<file path="src/rtl/config_chain_pkg.sv">
// config_chain_pkg: shared state encoding and byte width for the configuration chain loader.
package config_chain_pkg;
    localparam int CFG_BYTE_W = 8;
    typedef enum logic [2:0] {IDLE, LOAD, SHIFT_LO, SHIFT_HI, DONE} state_t;
endpackage

</file>
<file path="src/rtl/cfg_clk_divider.sv">
// cfg_clk_divider: half-period counter for prog_clk generation.
//   CK, RST    : system clock, async active-high reset
//   restart    : holds the counter at zero so the next phase starts fresh
//   phase_end  : high in the last CK cycle of each CLK_DIV-cycle phase
module cfg_clk_divider #(
    parameter int CLK_DIV = 2
) (
    input  logic CK,
    input  logic RST,
    input  logic restart,
    output logic phase_end
);
    localparam int CW = $clog2(CLK_DIV + 1);
    logic [CW-1:0] cnt_q, cnt_d;
    always_comb begin
        phase_end = !restart && (cnt_q == CW'(CLK_DIV - 1));
        cnt_d     = (restart || phase_end) ? '0 : cnt_q + CW'(1);
    end
    always_ff @(posedge CK or posedge RST) begin
        if (RST) cnt_q <= '0;
        else     cnt_q <= cnt_d;
    end
endmodule

</file>
<file path="src/rtl/config_chain_loader.sv">
// config_chain_loader: serialises bitstream bytes LSB-first onto the config chain and captures readback.
//   CK, RST               : system clock, async active-high reset
//   start                 : begin a load (honoured in IDLE/DONE)
//   in_data/in_valid/ready: byte source handshake, ready only in LOAD
//   prog_clk, ccff_head   : registered chain clock and head data
//   ccff_tail             : chain tail, sampled on each prog_clk rise edge
//   busy, done            : activity / completion levels
//   tail_data/tail_valid  : readback byte and its one-cycle strobe
//   bit_count             : bits shifted in the current or last load
module config_chain_loader
    import config_chain_pkg::*;
#(
    parameter int CHAIN_LEN = 1024,
    parameter int CLK_DIV   = 2
) (
    input  logic                          CK,
    input  logic                          RST,
    input  logic                          start,
    input  logic [CFG_BYTE_W-1:0]         in_data,
    input  logic                          in_valid,
    output logic                          in_ready,
    output logic                          prog_clk,
    output logic                          ccff_head,
    input  logic                          ccff_tail,
    output logic                          busy,
    output logic                          done,
    output logic [CFG_BYTE_W-1:0]         tail_data,
    output logic                          tail_valid,
    output logic [$clog2(CHAIN_LEN+1)-1:0] bit_count
);
    localparam int BCW = $clog2(CHAIN_LEN + 1);
    localparam int IW  = $clog2(CFG_BYTE_W);

    state_t                state_q, state_d;
    logic [CFG_BYTE_W-1:0] data_q, data_d;
    logic [IW-1:0]         bit_idx_q, bit_idx_d;
    logic                  ccff_head_q, ccff_head_d;
    logic                  prog_clk_q, prog_clk_d;
    logic [BCW-1:0]        bit_count_q, bit_count_d;
    logic [CFG_BYTE_W-1:0] tail_sh_q, tail_sh_d;
    logic                  tail_fire_q, tail_fire_d;
    logic                  tail_valid_q, tail_valid_d;
    logic [CFG_BYTE_W-1:0] tail_data_q, tail_data_d;
    logic                  phase_end, div_restart, last_bit, byte_end;

    // The divider only runs while shifting; LOAD/IDLE/DONE hold it at zero so
    // every SHIFT_LO starts with a full CLK_DIV-cycle phase.
    assign div_restart = !(state_q == SHIFT_LO || state_q == SHIFT_HI);

    cfg_clk_divider #(.CLK_DIV(CLK_DIV)) u_div (
        .CK        (CK),
        .RST       (RST),
        .restart   (div_restart),
        .phase_end (phase_end)
    );

    // bit_count counts completed bits, so it equals CHAIN_LEN-1 while the final bit is in flight.
    assign last_bit = (bit_count_q == BCW'(CHAIN_LEN - 1));
    assign byte_end = (bit_idx_q == IW'(CFG_BYTE_W - 1));

    always_ff @(posedge CK or posedge RST) begin
        if (RST) begin
            state_q      <= IDLE;
            data_q       <= '0;
            bit_idx_q    <= '0;
            ccff_head_q  <= 1'b0;
            prog_clk_q   <= 1'b0;
            bit_count_q  <= '0;
            tail_sh_q    <= '0;
            tail_fire_q  <= 1'b0;
            tail_valid_q <= 1'b0;
            tail_data_q  <= '0;
        end else begin
            state_q      <= state_d;
            data_q       <= data_d;
            bit_idx_q    <= bit_idx_d;
            ccff_head_q  <= ccff_head_d;
            prog_clk_q   <= prog_clk_d;
            bit_count_q  <= bit_count_d;
            tail_sh_q    <= tail_sh_d;
            tail_fire_q  <= tail_fire_d;
            tail_valid_q <= tail_valid_d;
            tail_data_q  <= tail_data_d;
        end
    end

    always_comb begin
        state_d = state_q;
        case (state_q)
            IDLE, DONE: state_d = start ? LOAD : state_q;
            LOAD:       state_d = in_valid ? SHIFT_LO : LOAD;
            SHIFT_LO:   state_d = phase_end ? SHIFT_HI : SHIFT_LO;
            SHIFT_HI:   state_d = !phase_end ? SHIFT_HI : last_bit ? DONE : byte_end ? LOAD : SHIFT_LO;
            default:    state_d = IDLE;
        endcase
    end

    always_comb begin
        data_d       = data_q;
        bit_idx_d    = bit_idx_q;
        ccff_head_d  = ccff_head_q;
        bit_count_d  = bit_count_q;
        tail_sh_d    = tail_sh_q;
        tail_fire_d  = 1'b0;
        // The strobe follows the completing sample by exactly one edge.
        tail_valid_d = tail_fire_q;
        tail_data_d  = tail_fire_q ? tail_sh_q : tail_data_q;
        prog_clk_d   = (state_d == SHIFT_HI);
        if ((state_q == IDLE || state_q == DONE) && start) bit_count_d = '0;
        if (state_q == LOAD && in_valid) begin
            data_d      = in_data;
            bit_idx_d   = '0;
            ccff_head_d = in_data[0];
            tail_sh_d   = '0;
        end
        // The edge entering SHIFT_HI is the prog_clk rise: the tail still shows the pre-shift bit.
        if (state_q == SHIFT_LO && phase_end) begin
            tail_sh_d[bit_idx_q] = ccff_tail;
            tail_fire_d          = byte_end || last_bit;
        end
        if (state_q == SHIFT_HI && phase_end) begin
            bit_count_d = bit_count_q + BCW'(1);
            if (!last_bit && !byte_end) begin
                bit_idx_d   = bit_idx_q + IW'(1);
                ccff_head_d = data_q[bit_idx_q + IW'(1)];
            end
        end
    end

    always_comb begin
        in_ready   = (state_q == LOAD);
        busy       = (state_q == LOAD || state_q == SHIFT_LO || state_q == SHIFT_HI);
        done       = (state_q == DONE);
        prog_clk   = prog_clk_q;
        ccff_head  = ccff_head_q;
        tail_data  = tail_data_q;
        tail_valid = tail_valid_q;
        bit_count  = bit_count_q;
    end
endmodule

</file>
<file path="config.mk">
export PLATFORM = sky130hd
export DESIGN_NAME = config_chain_loader
export DESIGN_NICKNAME = d
export VERILOG_FILES = /design/src/rtl/config_chain_pkg.sv /design/src/rtl/cfg_clk_divider.sv /design/src/rtl/config_chain_loader.sv
export SDC_FILE = /design/constraint.sdc
export NUM_CORES = 1
export LEC_CHECK = 0
export ABC_AREA = 1
export CORE_MARGIN = 4
export CORE_UTILIZATION = 40
export CTS_CLUSTER_DIAMETER = 200
export CTS_CLUSTER_SIZE = 8
export DETAILED_ROUTE_END_ITERATION = 12
export PLACE_DENSITY = 0.69
export SYNTH_ARGS = -nofsm -noshare
export SYNTH_HDL_FRONTEND = slang
export SYNTH_SLANG_ARGS = --single-unit
</file>
<file path="constraint.sdc">
create_clock -name CK -period 2.2 [get_ports CK]
set_input_delay 0.44 -clock CK [delete_from_list [all_inputs] [get_ports CK]]
set_output_delay 0.44 -clock CK [all_outputs]
set_load 0.01 [all_outputs]
</file>
### Clock distribution

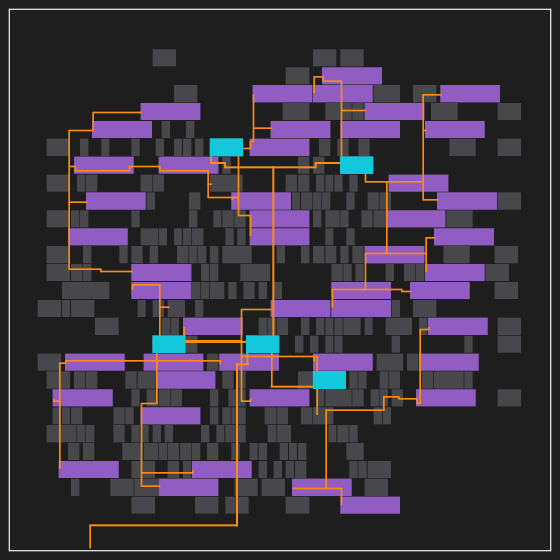
legend:
  cyan:
    item: clock drivers
    count: 5
  purple:
    item: flip-flops
    count: 47
  orange:
    item: clock wires
    length: 566 um
routed clock nets: 6
flops lie: spread over the die
power drawn by the clock network: 550 uW
final setup skew: 3.14 ps
Clock Latency Late Sink: 300 ps
share of power burned in the clock network: 20.6%

### Sequential cells coloured by netlist name

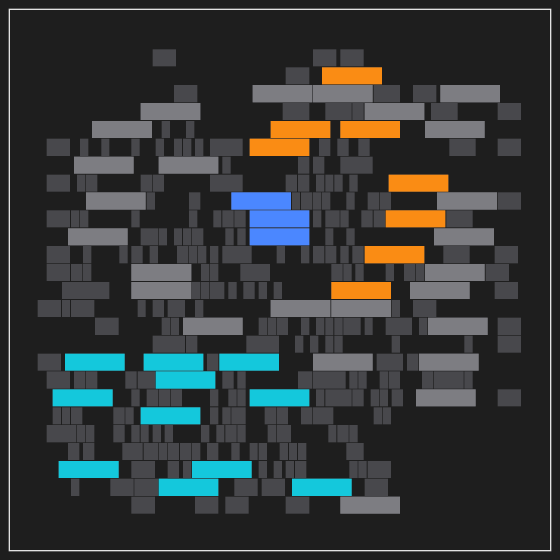
legend:
  cyan:
    netlist_name: `bit_count`
    flops: 11
  orange:
    netlist_name: `tail_sh_q`
    flops: 8
  blue:
    netlist_name: `bit_idx_q`
    flops: 3
not coloured: 25

### Track usage over the die

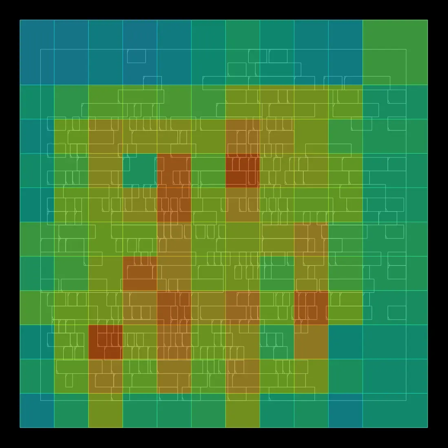
post-layout utilization of the core: 52.8%
grt met1 use: 19.6%

### The metal 1 layer

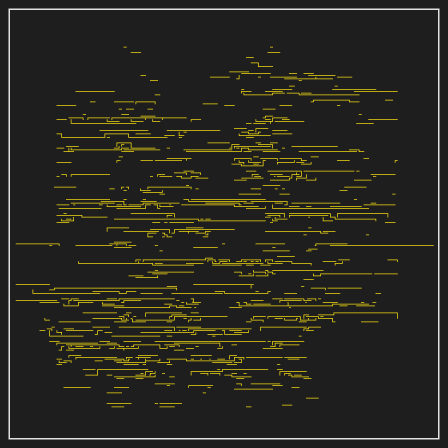
wire length on this layer: 2010 um
nets with wire on the layer: 275
share of all routed wire: 48%
longest straight run: 23.5 um

==> results.rst <==
Flow metrics
------------

.. list-table::
   :header-rows: 1

   * - Metric
     - Value
   * - Run status
     - finished clean
   * - Library cell with the largest summed area after synthesis
     - sky130_fd_sc_hd__dfrtp_1
   * - Register cell area after layout
     - roughly 0.0012 mm2
   * - First-pass GRT wire length
     - 7640 um
   * - Setup repair after global routing missed its margin
     - false
   * - WL/cell
     - 11.3 um
   * - Most instantiated flip-flop cell in the synthesis netlist
     - sky130_fd_sc_hd__dfrtp_1
   * - Rel. slew slack
     - 65.0%
   * - Cell total in the yosys stat output
     - 257
   * - Switching Fraction
     - between 30% and 40%
   * - Top cells, area
     - sky130_fd_sc_hd__dfrtp_1 (54%), sky130_fd_sc_hd__nand2_1 (12%), sky130_fd_sc_hd__o21ai_0 (5.9%)
   * - Portion of total power attributed to combinational logic
     - 33.6%
   * - GRT Resource Usage Total
     - between 10% and 20%
   * - Logic area
     - between 800 and 900 um2
   * - Post-CTS Hold Fix Bufs
     - 0
   * - Req. time, crit path
     - 1760 ps
   * - Area growth syn-to-layout
     - 25.1%
   * - Average vias per placed instance
     - 4.81
   * - Relative contribution of sequential cells to total power
     - about 46%
   * - Leading cell types by count after synthesis
     - sky130_fd_sc_hd__nand2_1 (70), sky130_fd_sc_hd__dfrtp_1 (47), sky130_fd_sc_hd__inv_1 (26), sky130_fd_sc_hd__o21ai_0 (26), sky130_fd_sc_hd__nor2_1 (22)
   * - Maximum VDD drop
     - 0.511 mV
   * - Number of clock buffers inserted by TritonCTS
     - 5
   * - Critical Setup Path Class
     - reg -> out
   * - Crit-path cells
     - inv_1, nand2_1, nor2_1, clkdlybuf4s50_1
   * - Max-capacitance violation count
     - 0
   * - Post-synthesis cell type with the largest instance count
     - sky130_fd_sc_hd__nand2_1
   * - CP Data Arrival Time
     - 1600 ps
   * - Clock root buffer master
     - sky130_fd_sc_hd__clkbuf_8
   * - Post-cts repair resize count
     - 0
   * - Grt total ovfl
     - 0
   * - Effective utilization at floorplan
     - 42.2%
   * - Share of synthesized area occupied by flip-flops and latches
     - 53.6%
   * - Areal power density over the cells
     - around 1000 mW/mm2
   * - Cell Area, Synth
     - 0.00219 mm2
   * - Fraction of final layout cells with drive strength greater than 1
     - 8.36%
   * - Weighted congestion at the end of routability-driven global placement
     - 0.822
   * - Max Root-Sink Buffers
     - 2
   * - Shortest clock period the worst path allows after layout
     - 2040 ps
   * - DRC violation count after routing
     - 0
[state kept, by name (all words and copies together) (netlist names)]
name,flops
prog_clk,1
bit_idx_q,3
u_div.cnt_q,2
tail_valid,1
tail_sh_q,8
data_q,8
ccff_head,1
state_q,3
bit_count,11
tail_fire_q,1
tail_data,8
[power groups by stage]
stage,clock network [uW],registers (uW),logic (uW)
2_1_floorplan,0,1200,656
3_3_place_gp,0,1240,894
3_5_place_dp,0,1240,913
4_1_cts,570,1220,918
5_1_grt,613,1270,1050
6_report,550,1230,899
[layout by cell type, fill, tap and decap left out, types with 2 or more instances in the layout]
master | Yosys | routed
sky130_fd_sc_hd__inv_2 | 2 | 2
sky130_fd_sc_hd__o21ai_0 | 26 | 26
sky130_fd_sc_hd__nor3_1 | 6 | 6
sky130_fd_sc_hd__clkdlybuf4s50_1 | 0 | 37
sky130_fd_sc_hd__a21oi_1 | 12 | 12
sky130_fd_sc_hd__nand4_1 | 2 | 2
sky130_fd_sc_hd__nand3_1 | 15 | 15
sky130_fd_sc_hd__nor2_1 | 22 | 22
sky130_fd_sc_hd__clkbuf_8 | 0 | 6
sky130_fd_sc_hd__a22oi_1 | 2 | 2
sky130_fd_sc_hd__clkinv_1 | 1 | 2
sky130_fd_sc_hd__mux2_2 | 7 | 7
sky130_fd_sc_hd__nor2_4 | 2 | 2
sky130_fd_sc_hd__nor2_2 | 2 | 2
sky130_fd_sc_hd__inv_1 | 26 | 25
sky130_fd_sc_hd__nand2_1 | 70 | 70
sky130_fd_sc_hd__dfrtp_1 | 47 | 47
sky130_fd_sc_hd__ha_1 | 4 | 4
[area by class of cell]
class	count	share of cell area (%)
Inverter	29	3.96
Timing Repair Buffer	39	14.5
Tap cell	70	3.19
Multi-Input combinational cell	176	31.9
Clock inverter	2	0.592
Clock buffer	6	3.01
Sequential cell	47	42.8
[final timing paths]
check	startpoint	endpoint	slack, ps	cells after the start
setup / recovery	state_q[0]	done	160	4
max in group asynchronous	RST	tail_sh_q[5]	1290	3
hold reg to reg	u_div.cnt_q[0]	u_div.cnt_q[0]	450	1
min in group CK	u_div.cnt_q[0]	u_div.cnt_q[0]	450	1
setup reg to reg	bit_count[0]	prog_clk	600	10
hold / removal	RST	data_q[6]	410	2
[per-layer routing]
metal,vias up,part of all wire (%),track usage (%)
met5,-,0,0
met1,821,48,19.6
met2,32,47,23.3
met3,4,4.1,3.51
li1,918,-,-
met4,0,1.2,4.49
[logic make-up after synthesis]
family / Yosys count / synth area share (%)
flip-flops: 47 / 53.6
AND-OR/OR-AND: 43 / 10.2
AND/OR/NAND/NOR: 121 / 23.5
multiplexers: 7 / 3.59
adder cells (fa/ha/maj): 4 / 2.28
buffers and inverters: 34 / 6.44
XOR/XNOR: 1 / 0.399
[stage by stage]
stage / worst slack (ps) / hold WS (ps) / cell area [um2] / power, uW
2_1_floorplan: 644 / 352 / 2190 / 1860
5_1_grt: 36.3 / 451 / 2750 / 2930
4_1_cts: 138 / 418 / 2750 / 2710
3_5_place_dp: 419 / 444 / 2650 / 2150
6_report: 157 / 407 / 2750 / 2680
3_3_place_gp: 441 / 428 / 2650 / 2130
Power and IR drop assume default switching activity.
